File: src/rtl/lii_out_arbiter.sv
// lii_out_arbiter: shares one LII output channel between N kernel streams.
// Round-robin grant, the owner keeps the channel until tlast or MAXBURST
// beats, and every beat is tagged with its source and destination id.
module lii_out_arbiter #(
    parameter  int N        = 4,
    parameter  int PW       = 256,
    parameter  int SRC_BASE = 0,
    parameter  int MAXBURST = 16,
    localparam int GW       = (N > 1) ? $clog2(N) : 1
) (
    input  logic            aclk,
    input  logic            arst,
    input  logic [N*PW-1:0] req_tdata,
    input  logic [N-1:0]    req_tvalid,
    output logic [N-1:0]    req_tready,
    input  logic [N-1:0]    req_tlast,
    input  logic [N*8-1:0]  req_dst,
    output logic [PW-1:0]   lii_out_p0_tdata,
    output logic            lii_out_p0_tvalid,
    input  logic            lii_out_p0_tready,
    output logic [7:0]      lii_out_p0_src,
    output logic [7:0]      lii_out_p0_dst,
    output logic [GW-1:0]   grant_id,
    output logic            busy
);

    localparam int CW = (MAXBURST > 1) ? $clog2(MAXBURST) : 1;

    typedef enum logic {IDLE = 1'b0, BURST = 1'b1} state_t;

    state_t        state_q, state_d;
    logic [GW-1:0] grant_q, grant_d;
    logic [GW-1:0] rr_q, rr_d;
    logic [CW-1:0] cnt_q, cnt_d;

    logic          tvalid_q;
    logic [PW-1:0] tdata_q;
    logic [7:0]    src_q, dst_q;

    logic          load, xfer, burst_end;
    logic          own_vld, own_last;
    logic [PW-1:0] own_data;
    logic [7:0]    own_src, own_dst;

    logic [2*N-1:0] dbl;
    logic [N-1:0]   rot;
    logic [GW:0]    sum;
    logic [GW-1:0]  pick, rr_next;
    logic           pick_vld;

    // The output register can take a new beat when empty or draining this cycle.
    assign load      = ~tvalid_q | lii_out_p0_tready;
    assign busy      = (state_q == BURST);
    assign grant_id  = grant_q;
    assign xfer      = busy & load & own_vld;
    assign burst_end = xfer & (own_last | (cnt_q == CW'(MAXBURST - 1)));
    assign rr_next   = (grant_q == GW'(N - 1)) ? '0 : grant_q + 1'b1;

    assign lii_out_p0_tvalid = tvalid_q;
    assign lii_out_p0_tdata  = tdata_q;
    assign lii_out_p0_src    = src_q;
    assign lii_out_p0_dst    = dst_q;

    // Select the owner's stream fields and steer ready back to the owner only.
    always_comb begin
        own_vld    = 1'b0;
        own_last   = 1'b0;
        own_data   = '0;
        own_src    = '0;
        own_dst    = '0;
        req_tready = '0;
        for (int i = 0; i < N; i++) begin
            if (grant_q == GW'(i)) begin
                own_vld       = req_tvalid[i];
                own_last      = req_tlast[i];
                own_data      = req_tdata[i*PW +: PW];
                own_dst       = req_dst[i*8 +: 8];
                own_src       = 8'(SRC_BASE + i);
                req_tready[i] = load & busy;
            end
        end
    end

    // Round-robin pick: rotate valids so rr_q sits at bit 0, take the first set bit.
    always_comb begin
        dbl      = {req_tvalid, req_tvalid};
        rot      = dbl[{1'b0, rr_q} +: N];
        pick_vld = |rot;
        sum      = '0;
        for (int k = N - 1; k >= 0; k--) begin
            if (rot[k]) sum = (GW+1)'(k);
        end
        sum = sum + {1'b0, rr_q};
        if (sum >= (GW+1)'(N)) sum = sum - (GW+1)'(N);
        pick = sum[GW-1:0];
    end

    // Next-state logic: grant from IDLE, hold the owner until its burst ends.
    always_comb begin
        state_d = state_q;
        grant_d = grant_q;
        rr_d    = rr_q;
        cnt_d   = cnt_q;
        case (state_q)
            IDLE: begin
                if (pick_vld) begin
                    state_d = BURST;
                    grant_d = pick;
                    cnt_d   = '0;
                end
            end
            BURST: begin
                if (burst_end) begin
                    state_d = IDLE;
                    rr_d    = rr_next;
                    cnt_d   = '0;
                end else if (xfer) begin
                    cnt_d = cnt_q + 1'b1;
                end
            end
            default: state_d = IDLE;
        endcase
    end

    // Arbitration state registers.
    always_ff @(posedge aclk) begin
        if (arst) begin
            state_q <= IDLE;
            grant_q <= '0;
            rr_q    <= '0;
            cnt_q   <= '0;
        end else begin
            state_q <= state_d;
            grant_q <= grant_d;
            rr_q    <= rr_d;
            cnt_q   <= cnt_d;
        end
    end

    // One-entry output register; payload only changes when a new beat is taken,
    // so a stalled beat stays stable. A reset drops whatever beat is held.
    always_ff @(posedge aclk) begin
        if (arst) begin
            tvalid_q <= 1'b0;
            tdata_q  <= '0;
            src_q    <= '0;
            dst_q    <= '0;
        end else if (load) begin
            tvalid_q <= xfer;
            if (xfer) begin
                tdata_q <= own_data;
                src_q   <= own_src;
                dst_q   <= own_dst;
            end
        end
    end

endmodule

File: config.mk
export PLATFORM = sky130hd
export DESIGN_NAME = lii_out_arbiter
export DESIGN_NICKNAME = d
export VERILOG_FILES = /design/src/rtl/lii_out_arbiter.sv
export SDC_FILE = /design/constraint.sdc
export NUM_CORES = 1
export LEC_CHECK = 0
export CAP_MARGIN = 0
export CORE_AREA = 3 3 529 531
export DETAILED_ROUTE_END_ITERATION = 10
export DIE_AREA = 0 0 532 534
export GPL_TIMING_DRIVEN = 0
export SETUP_SLACK_MARGIN = 0.15
export SLEW_MARGIN = 20
export SYNTH_ARGS = -nofsm -noshare
export SYNTH_HDL_FRONTEND = slang
export SYNTH_SLANG_ARGS = --single-unit
File: constraint.sdc
create_clock -name aclk -period 2 [get_ports aclk]
set_input_delay 0.2 -clock aclk [delete_from_list [all_inputs] [get_ports aclk]]
set_output_delay 0.2 -clock aclk [all_outputs]
set_load 0.005 [all_outputs]
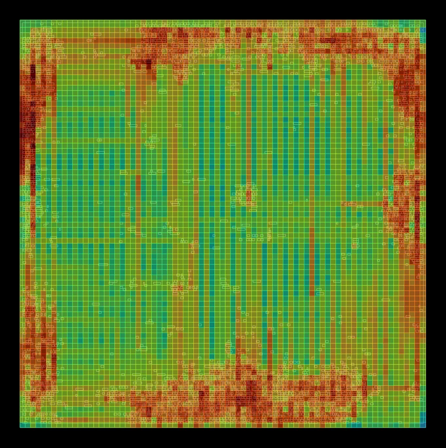
(routing congestion map)
most heavily used metal layer in global routing: met2
routing usage on met3: 12.57%
detail-routed net length per standard cell: 38.82 um
total routing resource utilization after global routing: 20.20%

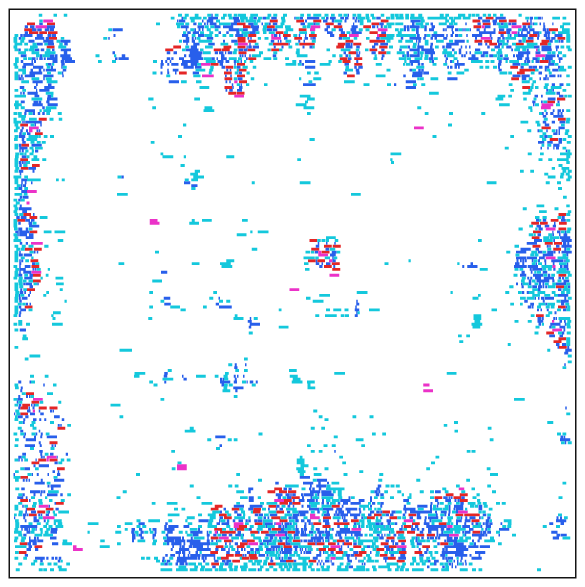
(placement by cell class)
| class | color | cells | share of their area |
|---|---|---|---|
| sequential cells | red | 276 | 13% |
| remaining logic cells | blue | 1947 | 38% |
| clock drivers and dummy loads | magenta | 72 | 3.4% |
| remaining buffers and delay cells | cyan | 1806 | 46% |

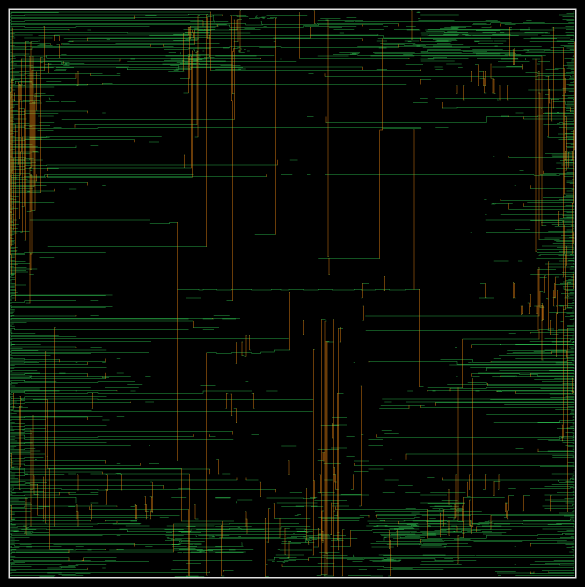
(routed metal, one color a layer)
Only two layers are drawn.
| layer | color | wire length |
|---|---|---|
| M3 | green | 43.9 mm |
| M4 | orange | 13000 um |

==> out/README.md <==
| Metric | Value | Unit |
| --- | --- | --- |
| Result of the run | finished with violations | - |
| Failing checks | negative setup slack | - |
| Yosys top cell area share | 31.99 | % |
| Overall Power | 34.05 | mW |
| Total number of tap cells | 3705 | - |
| Data arrival time at the worst-slack endpoint | 3.11 | ns |
| Post-synth ARST share | 0 | % |
| Gate count after technology mapping | 2495 | - |
| Non-clock buffer area fraction after layout | 41.33 | % |
| Most common cell after layout, fill and taps aside | clkdlybuf4s50_1 | - |
| Row count | 193 | - |
| Remaining DRCs | 0 | - |
| Global-route wire length before repair | 359400 | um |
| Final clock period utilization by the worst path | 128.3 | % |
| Count of library flops with an enable pin | 0 | - |
| Slew HR | 27.19 | % |
| Number of multi-input combinational cells | 1942 | - |
| Final nets | 5145 | - |
| Sequential cells | 276 | - |
| Worst-path cell with the longest stage delay | dfxtp_4 | - |
| DP Worst Slack | -2.757 | ns |
| Setup crit start kind | flop | - |
| Combined flip-flop and latch cell area | 0.005574 | mm2 |
| Die Footprint | 0.2841 | mm2 |
| Placeable core region | 0.2760 | mm2 |
| Minimum clock period | 2.566 | ns |
| Largest net degree at the start of global routing | 13 | - |
| Total CTS buffers | 41 | - |
| Hold path startpoint | req_tdata[577] | - |
| Critical Path Start | grant_id[1] | - |
| Post-layout util | 17.25 | % |
| Number of buffer and inverter stages on the critical path | 5 | - |
| Share of power burned in combinational logic | 56.2 | % |
| Ys flops | 276 | - |
| Critical path capture point type | flop | - |
| Quantity of I/O buffers inserted on ports | 1339 | - |
| Die Y | 534 | um |
| Achievable frequency | 389.8 | MHz |
| Clock network share of area | 3.037 | % |
| Logic depth of the worst setup path including buffers | 11 | - |
| Aggregate negative setup slack | -122.90 | ns |
| Via count | 29810 | - |
| Internal power of the cells | 19.25 | mW |
| Share of final-layout standard cells stronger than drive strength 1 | 28.90 | % |
| Number of violations of the max-capacitance limit | 0 | - |
| Max VDD drop | 537.7 | uV |
| Total Wirelength | 306500 | um |
| Clock buffer instance count of the final layout | 52 | - |
| Highest net fanout along the worst path | 6 | - |
| Endpoint of the worst register-to-register path | lii_out_p0_tdata[35] | - |
| Number of non-clock buffers in the layout | 1806 | - |
| Total non-filler cell area in the finished layout | 0.04762 | mm2 |
| Number of setup violations in the final report | 278 | - |
| Leak pwr | 15.19 | nW |
| Fin. max-slew vios | 0 | - |
| TritonCTS clock tree | built | - |
| P_sw | 14.80 | mW |
| Length of the first detailed-routing pass in iterations | 6 | - |
| Inserted Diodes | 89 | - |
| Placed Instance Area | 0.03567 | mm2 |
| Number of buffers on the longest clock path | 3 | - |
| Comb. cell area | 0.01603 | mm2 |
| Syn-to-layout area delta | 175.7 | % |
| I/O pin total | 1347 | - |
| Detailed-placement wirelength estimate | 262000 | um |
| Critical Path RT | 2.54 | ns |
| Clock tree root driver cell | clkbuf_16 | - |
| Number of warnings in the stage logs | 32 | - |
| Critical path endpoint | lii_out_p0_tdata[35] | - |
| Register-to-Register Path Depth | 11 | - |
| Sequential share of cell area | 11.71 | % |
| Final WS setup | -0.5657 | ns |
| Instance count after placement with tap cells included | 7558 | - |
| Ranking of synthesized cells by area | dfxtp_1 (32%), a21oi_1 (16%), o2111ai_1 (13%), nand2_1 (12%), nand2b_1 (9.7%) | - |
| Cell total in the yosys stat output | 2495 | - |
| Cell taking the most area after synthesis | dfxtp_1 | - |
| Type of the most critical hold path | input port to flop | - |
| Non-CTS inverters | 5 | - |
| Hold-fix buffers, CTS | 0 | - |
| Area of the mapped netlist | 0.01727 | mm2 |
| Vias in the first global route | 27630 | - |
| Highest-count cells in the layout ignoring fill and taps | clkdlybuf4s50_1 (1207), nand2_1 (425), a21oi_1 (282), nand2b_1 (264), dfxtp_1 (251) | - |
| Syn_area_per_cell | 6.922 | um2 |
| Unrepaired setup endpoints after global routing | yes | - |
| Share of total power consumed by net switching | 43.46 | % |
| Cell Chain, Critical Path | buf_4, ha_4, or2_4, buf_6, buf_12, buf_16, clkbuf_16, a21oi_4, o21ai_1, o2111ai_4, a21oi_2 | - |
| Final-layout worst hold slack | 0.2100 | ns |
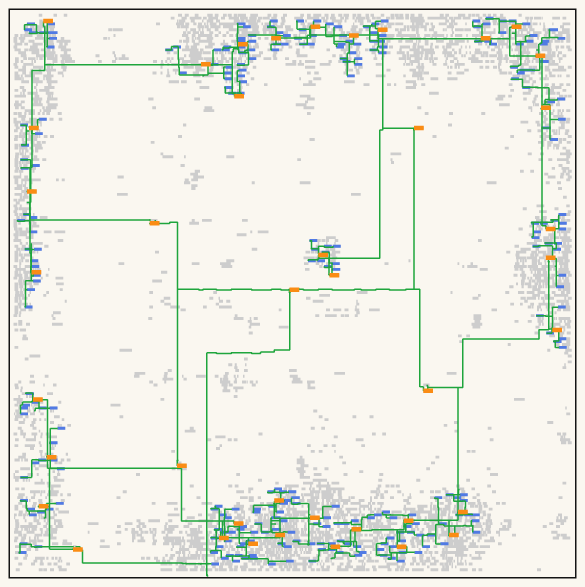
(clock distribution)
[flip-flops] blue | count: 276
[clock-net drivers] orange | count: 41
[clock wires] green | length: 7000 um
flops lie: widely spread

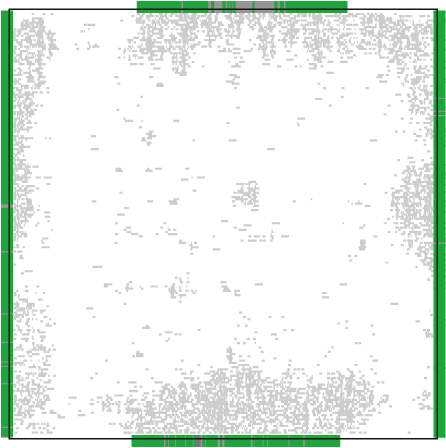
(I/O pins on the die edge)
Pins as bars across the die edge, other pins in gray.
| port | color | pins | direction | edge |
|---|---|---|---|---|
| grant_id | magenta | 2 | output | bottom |
| req_tdata | green | 1024 | input | 346 left, 343 right, 177 bottom, 158 top |
| req_tready | orange | 4 | output | bottom |
all pins by edge: 391 left, 391 right, 284 top, 281 bottom

## worst min-delay path, stage by stage
cell,delay [ns]
clkdlybuf4s50_1,0.40
o2111ai_1,0.22
a21oi_2,0.06
## logic make-up (layout without fill, tap and decap cells)
group           after synthesis  after routing  share of synthesized area, %
mux                           1              1                       0.05796
flops                       276            276                         31.99
fa+ha+maj                     6              6                        0.4347
simple gates                838            838                         22.35
buf+inv                     283           1883                         7.455
other cells                   1             95                       0.02171
compound gates             1088           1089                         37.59
xor+xnor                      2              2                        0.1014
## power by group through the flow
stage                     Clock [mW]  Sequential, mW  Combinational (mW)
after detailed placement           0            6.58                12.6
final                           8.32            6.58                19.1
after global placement             0            6.57                12.5
after floorplan                    0            6.53                4.06
after CTS                       8.57            6.49                17.3
after global routing            8.67            6.63                19.9
## flip-flops by register name, indices dropped and copies added, names as in the netlist
name	count
grant_id	2
lii_out_p0_tdata	256
cnt_q	4
busy	1
lii_out_p0_dst	8
lii_out_p0_tvalid	1
rr_q	2
lii_out_p0_src	2
## timing repair
action | in CTS | in global routing
buffers inserted | 93 | 24
setup endpoints to repair | 444 | 289
resized | 1302 | 527
pin swaps | 320 | 266
cloned | 38 | 24
## synth_stat cells, types with 2 or more instances
cell and number:
nor2b_1 3, xnor2_1 2, dfxtp_1 276, inv_1 5
buf_6 9, nand2b_1 267, and3_1 4, nor2_1 9
a32oi_1 2, buf_1 7, nand2_1 542, buf_2 72
nand3b_1 2, o21ai_0 253, nand3_1 5, o21ai_1 17
o211ai_1 2, ha_1 6, a31oi_1 2, a211oi_1 3
a21oi_1 538, buf_4 18, clkbuf_1 172, o2111ai_1 263
## per-layer routing
metal  GRT usage, %  vias up  wire [um]
met1          22.91    14180     117000
met5              0        -       1785
met2          31.01     2260     130800
li1               -    12300          -
met4          6.567      268      13000
met3          12.57      807      43900
No activity file was given, so power comes from the tool's default toggle rates.
